<file path="src/rtl/cpwr_accum_ctrl.sv">
// cpwr_accum_ctrl: per-bin |x|^2 integrator between the FFT output and the
// spectrum BRAM. A four-register pipeline (input capture, squares, power with
// previous accumulator, result) combines each new power with the stored bin
// value in sum (saturating) or peak-hold mode. Bin/integration sequencing,
// first-pass load, sticky overflow and run completion are generated here.
module cpwr_accum_ctrl #(
    parameter int IN_WIDTH   = 16,
    parameter int ACC_WIDTH  = 40,
    parameter int NBINS_LOG2 = 12,
    parameter int NINT_WIDTH = 10
) (
    input  logic                       clk,
    input  logic                       rst,
    input  logic                       clken,
    input  logic                       start,
    input  logic                       peak_mode,
    input  logic [NINT_WIDTH-1:0]      num_integrations,
    input  logic signed [IN_WIDTH-1:0] re_in,
    input  logic signed [IN_WIDTH-1:0] im_in,
    input  logic [ACC_WIDTH-1:0]       acc_in,
    output logic [NBINS_LOG2-1:0]      rd_addr,
    output logic [ACC_WIDTH-1:0]       acc_out,
    output logic [NBINS_LOG2-1:0]      acc_addr,
    output logic                       acc_valid,
    output logic                       is_greater,
    output logic                       overflow,
    output logic                       busy,
    output logic                       done
);

    localparam int PW = 2 * IN_WIDTH;
    localparam logic [NBINS_LOG2-1:0] BIN_LAST = '1;
    localparam logic [ACC_WIDTH-1:0]  ACC_MAX  = '1;

    typedef enum logic [1:0] {
        IDLE,
        RUN,
        DRAIN
    } state_t;

    state_t state;
    state_t state_next;

    // Run configuration and sequencing counters
    logic                  mode_peak;
    logic [NINT_WIDTH-1:0] nint;
    logic [NBINS_LOG2-1:0] bin_cnt;
    logic [NINT_WIDTH-1:0] int_cnt;

    logic start_ok;
    logic accept;
    logic bin_wrap;
    logic last_accept;

    // Pipeline stage 0: captured sample
    logic                       s0_valid;
    logic signed [IN_WIDTH-1:0] s0_re;
    logic signed [IN_WIDTH-1:0] s0_im;
    logic [NBINS_LOG2-1:0]      s0_bin;
    logic                       s0_first;
    logic                       s0_last;

    // Pipeline stage 1: squares
    logic                  s1_valid;
    logic [PW-1:0]         s1_sq_re;
    logic [PW-1:0]         s1_sq_im;
    logic [NBINS_LOG2-1:0] s1_bin;
    logic                  s1_first;
    logic                  s1_last;

    // Pipeline stage 2: power plus previous accumulator
    logic                  s2_valid;
    logic [PW-1:0]         s2_power;
    logic [ACC_WIDTH-1:0]  s2_acc;
    logic [NBINS_LOG2-1:0] s2_bin;
    logic                  s2_first;
    logic                  s2_last;

    // Stage 3 combine results
    logic signed [PW-1:0] re_ext;
    logic signed [PW-1:0] im_ext;
    logic [ACC_WIDTH-1:0] power_ext;
    logic [ACC_WIDTH:0]   sum_full;
    logic [ACC_WIDTH-1:0] acc_next;
    logic                 greater_next;
    logic                 sum_clamped;
    logic                 result_load;

    assign start_ok    = (state == IDLE) && start;
    assign accept      = (state == RUN) && clken;
    assign bin_wrap    = (bin_cnt == BIN_LAST);
    assign last_accept = accept && bin_wrap && (int_cnt == (nint - NINT_WIDTH'(1)));
    assign rd_addr     = bin_cnt;
    assign result_load = clken && s2_valid;

    // Sign-extend before multiplying so the square is formed at full width
    assign re_ext = PW'(s0_re);
    assign im_ext = PW'(s0_im);

    // FSM state register
    always_ff @(posedge clk or negedge rst) begin
        if (!rst) begin
            state <= IDLE;
        end else begin
            state <= state_next;
        end
    end

    // FSM next-state: leave DRAIN once the final result has been presented
    always_comb begin
        state_next = state;
        case (state)
            IDLE:    if (start)       state_next = RUN;
            RUN:     if (last_accept) state_next = DRAIN;
            DRAIN:   if (done)        state_next = IDLE;
            default:                  state_next = IDLE;
        endcase
    end

    // FSM outputs
    always_comb begin
        busy = (state != IDLE);
    end

    // Latch run configuration on start and step the bin/integration counters
    always_ff @(posedge clk or negedge rst) begin
        if (!rst) begin
            mode_peak <= 1'b0;
            nint      <= NINT_WIDTH'(1);
            bin_cnt   <= '0;
            int_cnt   <= '0;
        end else if (start_ok) begin
            mode_peak <= peak_mode;
            nint      <= (num_integrations == '0) ? NINT_WIDTH'(1) : num_integrations;
            bin_cnt   <= '0;
            int_cnt   <= '0;
        end else if (accept) begin
            bin_cnt <= bin_cnt + NBINS_LOG2'(1);
            if (bin_wrap) begin
                int_cnt <= int_cnt + NINT_WIDTH'(1);
            end
        end
    end

    // Stage valid bits advance together on clken; only RUN injects new samples
    always_ff @(posedge clk or negedge rst) begin
        if (!rst) begin
            s0_valid <= 1'b0;
            s1_valid <= 1'b0;
            s2_valid <= 1'b0;
        end else if (clken) begin
            s0_valid <= (state == RUN);
            s1_valid <= s0_valid;
            s2_valid <= s1_valid;
        end
    end

    // Pipeline datapath; contents are qualified by the valid bits so no reset
    always_ff @(posedge clk) begin
        if (clken) begin
            s0_re    <= re_in;
            s0_im    <= im_in;
            s0_bin   <= bin_cnt;
            s0_first <= (int_cnt == '0);
            s0_last  <= last_accept;

            s1_sq_re <= re_ext * re_ext;
            s1_sq_im <= im_ext * im_ext;
            s1_bin   <= s0_bin;
            s1_first <= s0_first;
            s1_last  <= s0_last;

            s2_power <= s1_sq_re + s1_sq_im;
            s2_acc   <= acc_in;
            s2_bin   <= s1_bin;
            s2_first <= s1_first;
            s2_last  <= s1_last;
        end
    end

    // Combine power with the stored value: first-pass load, saturating sum or peak
    always_comb begin
        power_ext    = ACC_WIDTH'(s2_power);
        sum_full     = {1'b0, s2_acc} + {1'b0, power_ext};
        sum_clamped  = 1'b0;
        acc_next     = power_ext;
        greater_next = (power_ext > s2_acc) && !s2_first;
        if (s2_first) begin
            acc_next = power_ext;
        end else if (mode_peak) begin
            acc_next = (power_ext > s2_acc) ? power_ext : s2_acc;
        end else if (sum_full[ACC_WIDTH]) begin
            acc_next    = ACC_MAX;
            sum_clamped = 1'b1;
        end else begin
            acc_next = sum_full[ACC_WIDTH-1:0];
        end
    end

    // Result register; strobes are rebuilt every clk so they stay one clk wide
    always_ff @(posedge clk or negedge rst) begin
        if (!rst) begin
            acc_out    <= '0;
            acc_addr   <= '0;
            acc_valid  <= 1'b0;
            is_greater <= 1'b0;
            done       <= 1'b0;
        end else begin
            acc_valid <= result_load;
            done      <= result_load && s2_last;
            if (result_load) begin
                acc_out    <= acc_next;
                acc_addr   <= s2_bin;
                is_greater <= greater_next;
            end
        end
    end

    // Sticky saturation flag, cleared when a new run starts
    always_ff @(posedge clk or negedge rst) begin
        if (!rst) begin
            overflow <= 1'b0;
        end else if (start_ok) begin
            overflow <= 1'b0;
        end else if (result_load && sum_clamped) begin
            overflow <= 1'b1;
        end
    end

endmodule

</file>
<file path="config.mk">
export PLATFORM = sky130hd
export DESIGN_NAME = cpwr_accum_ctrl
export DESIGN_NICKNAME = d
export VERILOG_FILES = /design/src/rtl/cpwr_accum_ctrl.sv
export SDC_FILE = /design/constraint.sdc
export NUM_CORES = 2
export LEC_CHECK = 0
export CAP_MARGIN = 20
export CORE_UTILIZATION = 55
export DETAILED_ROUTE_END_ITERATION = 7
export PLACE_DENSITY = 0.87
export SLEW_MARGIN = 20
export SYNTH_ARGS = -nofsm -noshare
export SYNTH_HDL_FRONTEND = slang
export SYNTH_SLANG_ARGS = --single-unit
</file>
<file path="constraint.sdc">
create_clock -name clk -period 6.4 [get_ports clk]
set_clock_uncertainty 0.1 [all_clocks]
set_input_delay 1.28 -clock clk [delete_from_list [all_inputs] [get_ports clk]]
set_output_delay 1.28 -clock clk [all_outputs]
set_load 0.05 [all_outputs]
</file>
Signal wires on met1:
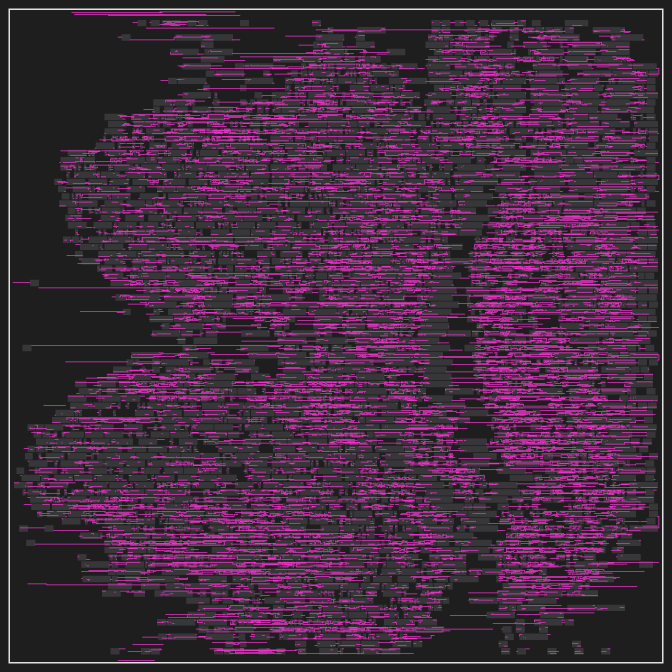
- nets with wire on the layer: 4106
- share of all routed wire: 39%
- wire length on this layer: 30.5 mm

Met2 routing:
Bar = 50 um.
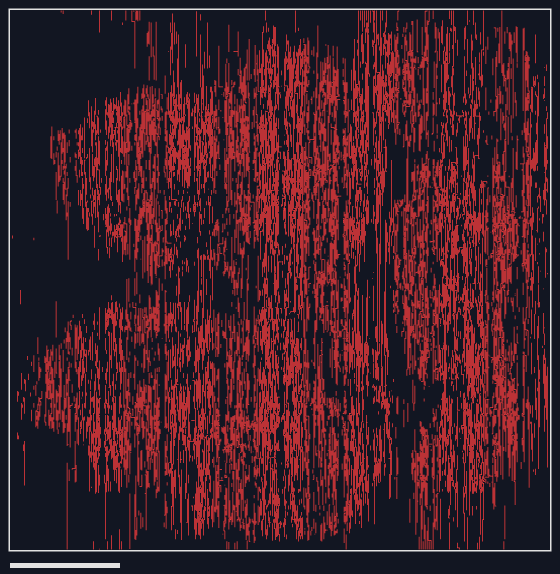
- longest straight run: 58.1 um
- main direction: vertical
- wire length on this layer: 40.5 mm
- nets with wire on the layer: 3905
met2 Usage GRT: 46.6%
Routed Wire Length: 78900 um

Metal 3:
Bar = 50 um.
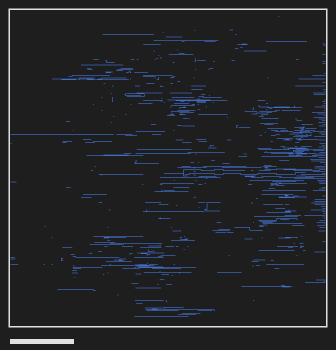
- main direction: horizontal
- longest straight run: 80.0 um
- share of all routed wire: 6.3%
- nets with wire on the layer: 386
- wire length on this layer: 4930 um
Vias: 24200
met3 usage in global routing: 3.22%

==> results.cfg <==
; flow metrics
[synthesis]
top_cells_by_count = 703 x inv_1, 469 x fa_1, 279 x ha_1, 251 x nand2_1, 216 x nor2_1
logic_family = adder cells
mux_share_pct = 0.621
ys_sh_adder_pct = 39.4
ys_types = 99
ys_sh_simple_pct = 11.0
synth_xor_xnor_area_share_pct = 4.35
syn-mean-instance-area_sq_um = 10.1
synthArstFlopShare_pct = 31.1
seq_area_frac_synth_pct = 26.3

[cts]
cts_setup_buffers = 9
path_clk_slew_ps = 60
hold_buffers = 0
clock_path_buffers = 3
cts.sinks = 302
htree_levels = 2

[finish]
area_growth_pct = 17.0
final_area_sq_um = 38200
final_layout_top_logic_cells = 687 x inv_1, 457 x fa_1, 270 x ha_1, 244 x nand2_1
flops = 302
comb_area_share_pct = 56.2

[grt]
antenna_found_initial = 1
grt_use_met1_pct = 32.5

[run]
cap_viol_max_count = 0

[worst_setup_path]
crit_buf_inv = 6
crit_path_start = s0_re[8]
endpoint = s1_sq_re[30]
cpPeakStageDelay_ps = 530
path_cells = buf_6 -> nand2_1 -> buf_4 -> fa_1 -> inv_1 -> fa_1 -> fa_1 -> fa_1 -> fa_1 -> inv_1 -> fa_1 -> inv_1 -> ha_1 -> buf_4 -> a21oi_2 -> o21ai_1 -> o21ai_1 -> nand3b_1 -> a41oi_2 -> o21ai_2 -> o41a_1 -> a21o_1 -> a21oi_2 -> xnor2_1

[placed_design]
dp_cells = 4244
dp_hpwl_um = 60700

[status]
failed_checks = negative setup slack
outcome = finished, violations left

[floorplanning]
rows = 88
well_tap_count = 765

[route]
viasPerCell = 5.56
ant_nets = 0
drc = 0

[final_timing]
clock.fmax_ghz = 0.155
hold_violations = 0
finalCriticalPeriod_ps = 6460
setup_viol = 2
setup_ws_ps = -64.0

[worst_hold_path]
hold_path_depth = 0
